**src/rtl/sccb_pkg.sv**
```systemverilog
// Shared SCCB definitions: FSM state encoding, phase length and the decoded line-event bundle.
package sccb_pkg;
  localparam int         PHASE_BITS   = 9;
  localparam int         CNT_W        = $clog2(PHASE_BITS);
  localparam logic [7:0] DEF_DEV_ADDR = 8'h42;

  typedef enum logic [2:0] {
    S_IDLE, S_ID, S_SUB, S_WDATA, S_RDATA, S_SKIP
  } sccb_state_e;

  typedef struct packed {
    logic sda;
    logic rise;
    logic fall;
    logic start;
    logic stop;
  } sccb_line_t;
endpackage

```
**src/rtl/sccb_line_sync.sv**
```systemverilog
// SIO_C/SIO_D synchroniser plus clock-edge and start/stop detection on the synced lines.
module sccb_line_sync
  import sccb_pkg::*;
#(
  parameter int SYNC_LEN = 2
) (
  input  logic       clk,
  input  logic       reset,
  input  logic       scl_in,
  input  logic       sda_in,
  output sccb_line_t line
);
  logic [SYNC_LEN-1:0] scl_ff, sda_ff;
  logic                scl_q, sda_q;
  logic                scl_s, sda_s;

  assign scl_s = scl_ff[SYNC_LEN-1];
  assign sda_s = sda_ff[SYNC_LEN-1];

  // Idle bus is pulled high, so every stage resets to 1.
  always_ff @(posedge clk or posedge reset) begin
    if (reset) begin
      scl_ff <= '1;
      sda_ff <= '1;
      scl_q  <= 1'b1;
      sda_q  <= 1'b1;
    end else begin
      scl_ff <= {scl_ff[SYNC_LEN-2:0], scl_in};
      sda_ff <= {sda_ff[SYNC_LEN-2:0], sda_in};
      scl_q  <= scl_s;
      sda_q  <= sda_s;
    end
  end

  // Bus conditions need SIO_C high on both sides of the SIO_D edge.
  always_comb begin
    line.sda   = sda_s;
    line.rise  = scl_s & ~scl_q;
    line.fall  = ~scl_s & scl_q;
    line.start = scl_s & scl_q & sda_q & ~sda_s;
    line.stop  = scl_s & scl_q & ~sda_q & sda_s;
  end
endmodule

```
**src/rtl/ov_sccb_target.sv**
```systemverilog
// SCCB responder: decodes 3-phase write, 2-phase write and 2-phase read cycles
// and drives a simple synchronous register port.
module ov_sccb_target
  import sccb_pkg::*;
#(
  parameter logic [7:0] DEV_ADDR = DEF_DEV_ADDR,
  parameter int         SYNC_LEN = 2
) (
  input  logic       clk,
  input  logic       reset,
  input  logic       sio_c_in,
  input  logic       sio_d_in,
  output logic       sio_d_out,
  output logic       sio_d_oe,
  output logic [7:0] reg_addr,
  output logic [7:0] reg_wdata,
  output logic       reg_we,
  output logic       reg_re,
  input  logic [7:0] reg_rdata,
  output logic       busy,
  output logic       err
);
  localparam logic [CNT_W-1:0] LAST_BIT = CNT_W'(PHASE_BITS - 1);
  localparam logic [CNT_W-1:0] BYTE_BIT = CNT_W'(PHASE_BITS - 2);

  sccb_line_t       ln;
  sccb_state_e      state, nstate;
  logic [CNT_W-1:0] bit_cnt;
  logic [7:0]       rx_sh, tx_sh, rx_next;
  logic             extra_armed;
  logic             quiet, last_bit, byte_done, id_miss;
  logic             ld_addr, ld_wdata, enter_rd, arm_extra, err_set;

  sccb_line_sync #(.SYNC_LEN(SYNC_LEN)) u_sync (
    .clk    (clk),
    .reset  (reset),
    .scl_in (sio_c_in),
    .sda_in (sio_d_in),
    .line   (ln)
  );

  assign quiet     = ~ln.start & ~ln.stop;
  assign last_bit  = ln.rise && (bit_cnt == LAST_BIT);
  assign byte_done = ln.rise && (bit_cnt == BYTE_BIT);
  assign rx_next   = {rx_sh[6:0], ln.sda};
  assign id_miss   = rx_sh[7:1] != DEV_ADDR[7:1];
  assign busy      = (state != S_IDLE);

  always_ff @(posedge clk or posedge reset) begin
    if (reset) state <= S_IDLE;
    else       state <= nstate;
  end

  // Start/stop override everything; phase transitions happen on the 9th rising edge.
  always_comb begin
    nstate = state;
    if (ln.start)     nstate = S_ID;
    else if (ln.stop) nstate = S_IDLE;
    else if (last_bit) begin
      unique case (state)
        S_ID:    nstate = id_miss ? S_SKIP : (rx_sh[0] ? S_RDATA : S_SUB);
        S_SUB:   nstate = S_WDATA;
        S_WDATA: nstate = S_SKIP;
        S_RDATA: nstate = S_SKIP;
        default: nstate = state;
      endcase
    end
  end

  always_comb begin
    ld_addr   = quiet && byte_done && (state == S_SUB);
    ld_wdata  = quiet && byte_done && (state == S_WDATA);
    enter_rd  = (nstate == S_RDATA) && (state != S_RDATA);
    arm_extra = quiet && last_bit && (state == S_WDATA || state == S_RDATA);
    err_set   = quiet && last_bit &&
                ((state == S_ID && id_miss) || (state == S_SKIP && extra_armed));
  end

  always_ff @(posedge clk or posedge reset) begin
    if (reset) begin
      bit_cnt     <= '0;
      rx_sh       <= '0;
      tx_sh       <= '0;
      reg_addr    <= '0;
      reg_wdata   <= '0;
      reg_we      <= 1'b0;
      reg_re      <= 1'b0;
      err         <= 1'b0;
      sio_d_oe    <= 1'b0;
      sio_d_out   <= 1'b1;
      extra_armed <= 1'b0;
    end else begin
      reg_we <= ld_wdata;
      reg_re <= enter_rd;
      err    <= err_set;
      if (reg_re) tx_sh <= reg_rdata;
      if (ld_addr)  reg_addr  <= rx_next;
      if (ld_wdata) reg_wdata <= rx_next;
      if (!quiet) begin
        bit_cnt     <= '0;
        sio_d_oe    <= 1'b0;
        sio_d_out   <= 1'b1;
        extra_armed <= 1'b0;
      end else begin
        if (ln.rise && state != S_IDLE) begin
          bit_cnt <= last_bit ? '0 : bit_cnt + 1'b1;
          if (!last_bit) rx_sh <= rx_next;
        end
        if (arm_extra)    extra_armed <= 1'b1;
        else if (err_set) extra_armed <= 1'b0;
        // bit_cnt names the bit the master samples next; the 9th is left to the master.
        if (ln.fall && state == S_RDATA) begin
          if (bit_cnt == LAST_BIT) begin
            sio_d_oe  <= 1'b0;
            sio_d_out <= 1'b1;
          end else begin
            sio_d_oe  <= 1'b1;
            sio_d_out <= tx_sh[~bit_cnt[2:0]];
          end
        end
      end
    end
  end
endmodule

```
**config.mk**
```make
export PLATFORM = sky130hd
export DESIGN_NAME = ov_sccb_target
export DESIGN_NICKNAME = d
export VERILOG_FILES = /design/src/rtl/sccb_pkg.sv /design/src/rtl/sccb_line_sync.sv /design/src/rtl/ov_sccb_target.sv
export SDC_FILE = /design/constraint.sdc
export NUM_CORES = 1
export LEC_CHECK = 0
export CAP_MARGIN = 20
export CELL_PAD_IN_SITES_DETAIL_PLACEMENT = 0
export CELL_PAD_IN_SITES_GLOBAL_PLACEMENT = 2
export CORE_ASPECT_RATIO = 1.5
export CORE_UTILIZATION = 43
export DETAILED_ROUTE_END_ITERATION = 12
export DONT_BUFFER_PORTS = 1
export HOLD_SLACK_MARGIN = 0.06
export PLACE_DENSITY = 0.87
export SYNTH_ARGS = -nofsm -noshare
export SYNTH_HDL_FRONTEND = slang
export SYNTH_SLANG_ARGS = --single-unit
```
**constraint.sdc**
```tcl
create_clock -name clk -period 2.5 [get_ports clk]
set_clock_uncertainty 0.1 [all_clocks]
set_input_delay 0.5 -clock clk [delete_from_list [all_inputs] [get_ports clk]]
set_output_delay 0.5 -clock clk [all_outputs]
set_load 0.01 [all_outputs]
```
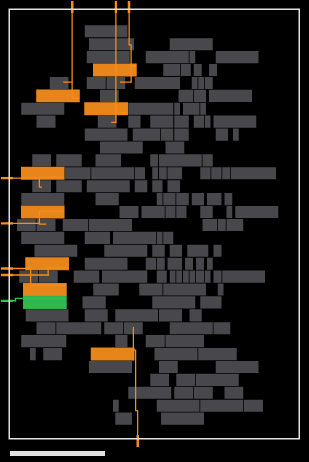
**Above:** wires at chosen ports, followed through buffers.
Bar = 20 µm.
port	color	bits	direction	edge	end cells	buffers	wire
reg_addr	orange	8	output	4 left, 3 top, 1 bottom	8	0	147 µm
reg_we	green	1	output	left	1	0	11.8 µm

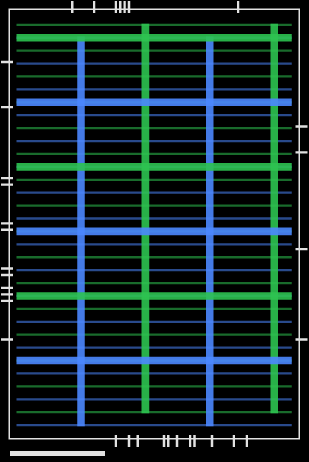
**Above:** PDN straps and rails.
Bar = 20 µm. Pins as bars on the die edge.
net	color
VSS	blue
VDD	green
rows	31
signal pins	34
met1 rails	32
met4 straps	4

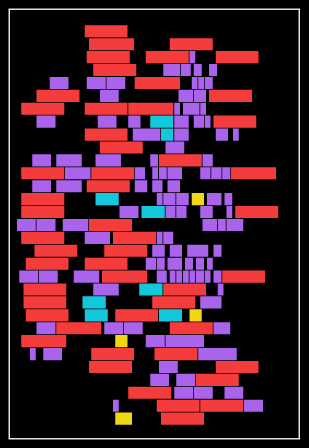
**Above:** placed cells, one color a class.
class	color	cells
remaining buffers and delay cells	yellow	4
sequential cells	red	51
clock drivers and dummy loads	cyan	8
combinational and other logic	purple	106

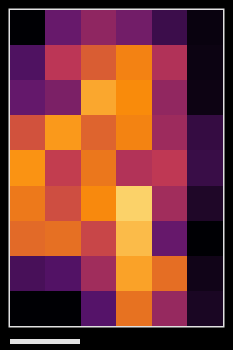
**Above:** local utilization.
Bar = 20 µm. 6 x 9 tiles, from black (low) to pale yellow (high), 0 to 100% covered.
mean over tiles	42%
nearly empty tiles	7.4%
emptiest ninth of the die	top right
fullest tile	90%

==> results.tsv <==
stage	metric	value	unit
run_status	outcome	completed	
power	switching_share	25.89	%
synthesis	top_cell	dfrtp_1	
final_timing	fin_crit_sh	82.85	%
setup_path	cp_max_fo	11	
power	power	1753	µW
final_timing	max_freq	482.8	MHz
layout	drive_gt1_share	33.73	%
grt	antenna_found_initial	0	
floorplanning	floorplan.rows	31	
synthesis	common_cells	44 x dfrtp_1, 24 x mux2_2, 8 x mux2_4	
final_timing	period_minus_slack	2.071	ns
synthesis	syn_nets	177	
synthesis	netlist_instances	163	
setup_path	path_buffers	0	
layout	comb-cell-share	36.39	%
layout	logic_area	873.3	µm²
grt	grt_max_degree	22	
synthesis	top_area_share	49.41	%
route	drt_iter0_drc	36	
synthesis	ys_warn_count	0	
floorplanning	die_area	0.005480	mm²
layout	clock_area_share	4.327	%
setup_path	worst_r2r_startpoint	state[2]	
placement	gp_congestion	0.7933	
layout	largest_cell_class	sequential cells	
power	pg_clk	497	µW
min_path	hold_end	u_sync.sda_ff[0]	
floorplanning	ios	34	
layout	fin_nets	182	
clocking	clock_latency	0.29	ns
clocking	clk_pin_slew	0.08	ns
layout	nFillCells	464	
setup_path	r2r-end	rx_sh[5]	
final_timing	slew_headroom	61.88	%
final_timing	drv_slew	0	
placement	postPlaceCellArea	0.002286	mm²
clocking	cts_max_path_buffers	2	
final_timing	rsz0062_at_grt	false	
clocking	numCtsBuffers	5	
setup_path	cpLargestDelayFamily	simple AND/OR/NAND/NOR gates	
route	vias	1263	
setup_path	endpoint	rx_sh[5]	
clocking	cts_max_level	2	
layout	inverters_excl_clock	6	
setup_path	worstRegToRegCells	3	
synthesis	ys_area	0.002228	mm²
power	internal_power	1299	µW
setup_path	arrival	2.15	ns
layout	clkbuf_count	7	
floorplanning	fp.dieH	90.17	µm
floorplanning	fp_util	45.60	%
placement	dp_slack	0.4275	ns
power	p_seq	1020	µW
layout	flop-count	51	
layout	final_area	0.002400	mm²
route	ant_nets	0	
min_path	hp-start	sio_d_in	
synthesis	ys_cells	163	
power	p_leak	0.001132	µW
setup_path	max_stage_delay	0.56	ns
route	viasPerCell	5.374	
power	pwr_density_cell	730.5	mW/mm²
synthesis	edf_count	0	
setup_path	slowest_stage	or3_1	
floorplanning	core_area	0.004887	mm²
final_timing	fin_tns_setup	0	ns
placement	numPortBuffers	0	
synthesis	ys_seq_share	57.66	%
layout	comb_cells	100	
synthesis	syn_avg_cell_area	13.67	µm²
setup_path	cp.depth	3	
setup_path	start_kind	flip-flop	
floorplanning	die_x	60.78	µm
setup_path	crit_chain	or3_1 > and3_1 > mux2_4	
synthesis	flop_cell	dfrtp_1	
floorplanning	n_tap_cell	66	
setup_path	r2r_slack	0.43	ns
power	top_power_group	registers	
power	comb_cell_power	231	µW
clocking	tritoncts	yes	
layout	seq_area	0.001285	mm²
placement	dpl.hpwl	2969	µm
run	maxCapViolations	0	
min_path	min_path_cells	0	
synthesis	synth-async-reset-ratio	100.0	%
==> placed cells by master, fill, tap and decap left out, drive strengths merged, types with 2 or more instances in the layout <==
master / netlist / layout
ha: 2 / 2
a21oi: 7 / 7
o21ai: 2 / 2
mux2i: 2 / 2
nor3: 3 / 3
nand2: 8 / 8
inv: 6 / 6
dfrtp: 44 / 44
a21boi: 2 / 2
or4: 2 / 2
dfstp: 7 / 7
nand3b: 2 / 2
mux4: 2 / 2
buf: 5 / 3
nand3: 3 / 3
and3b: 2 / 2
nand2b: 3 / 3
mux2: 32 / 32
and2: 2 / 2
nor2: 7 / 7
clkbuf: 1 / 7
==> through the flow <==
step                cells  util (%)
floorplan             163         -
global placement      226     46.77
detailed placement    226     46.77
CTS                   235     49.10
global route          235     49.10
finish                235     49.10
==> sequential cells by signal (all words and copies together), names as in the netlist <==
register       count
reg_addr           8
reg_wdata          8
rx_sh              8
tx_sh              8
bit_cnt            4
state              3
u_sync.scl_ff      2
u_sync.sda_ff      2
err                1
extra_armed        1
reg_re             1
reg_we             1
sio_d_oe           1
sio_d_out          1
u_sync.scl_q       1
u_sync.sda_q       1
==> per-layer routing <==
metal / global-route usage (%) / part of all wire [%]
met1: 18.85 / 38
met2: 28.57 / 55
met3: 4.604 / 4.1
met4: 7.576 / 3.0
met5: 0 / 0
==> logic make-up (layout without fill, tap and decap cells) <==
logic type               Yosys count  count (layout)  share of synthesized area [%]
adder cells (fa/ha/maj)            2               2                          1.123
buffers and inverters             12              18                          3.144
AND-OR/OR-AND                     20              20                          5.953
AND/OR/NAND/NOR                   41              41                          11.29
flip-flops                        51              51                          57.66
XOR/XNOR                           1               1                         0.3931
multiplexers                      36              36                          20.44
==> repair_timing <==
action                                 4_1_cts  5_1_grt
hold buffers                                 1        0
endpoints found under the hold margin       10        0
setup buffers                                0        0
Power is estimated from default activity; no workload was simulated.
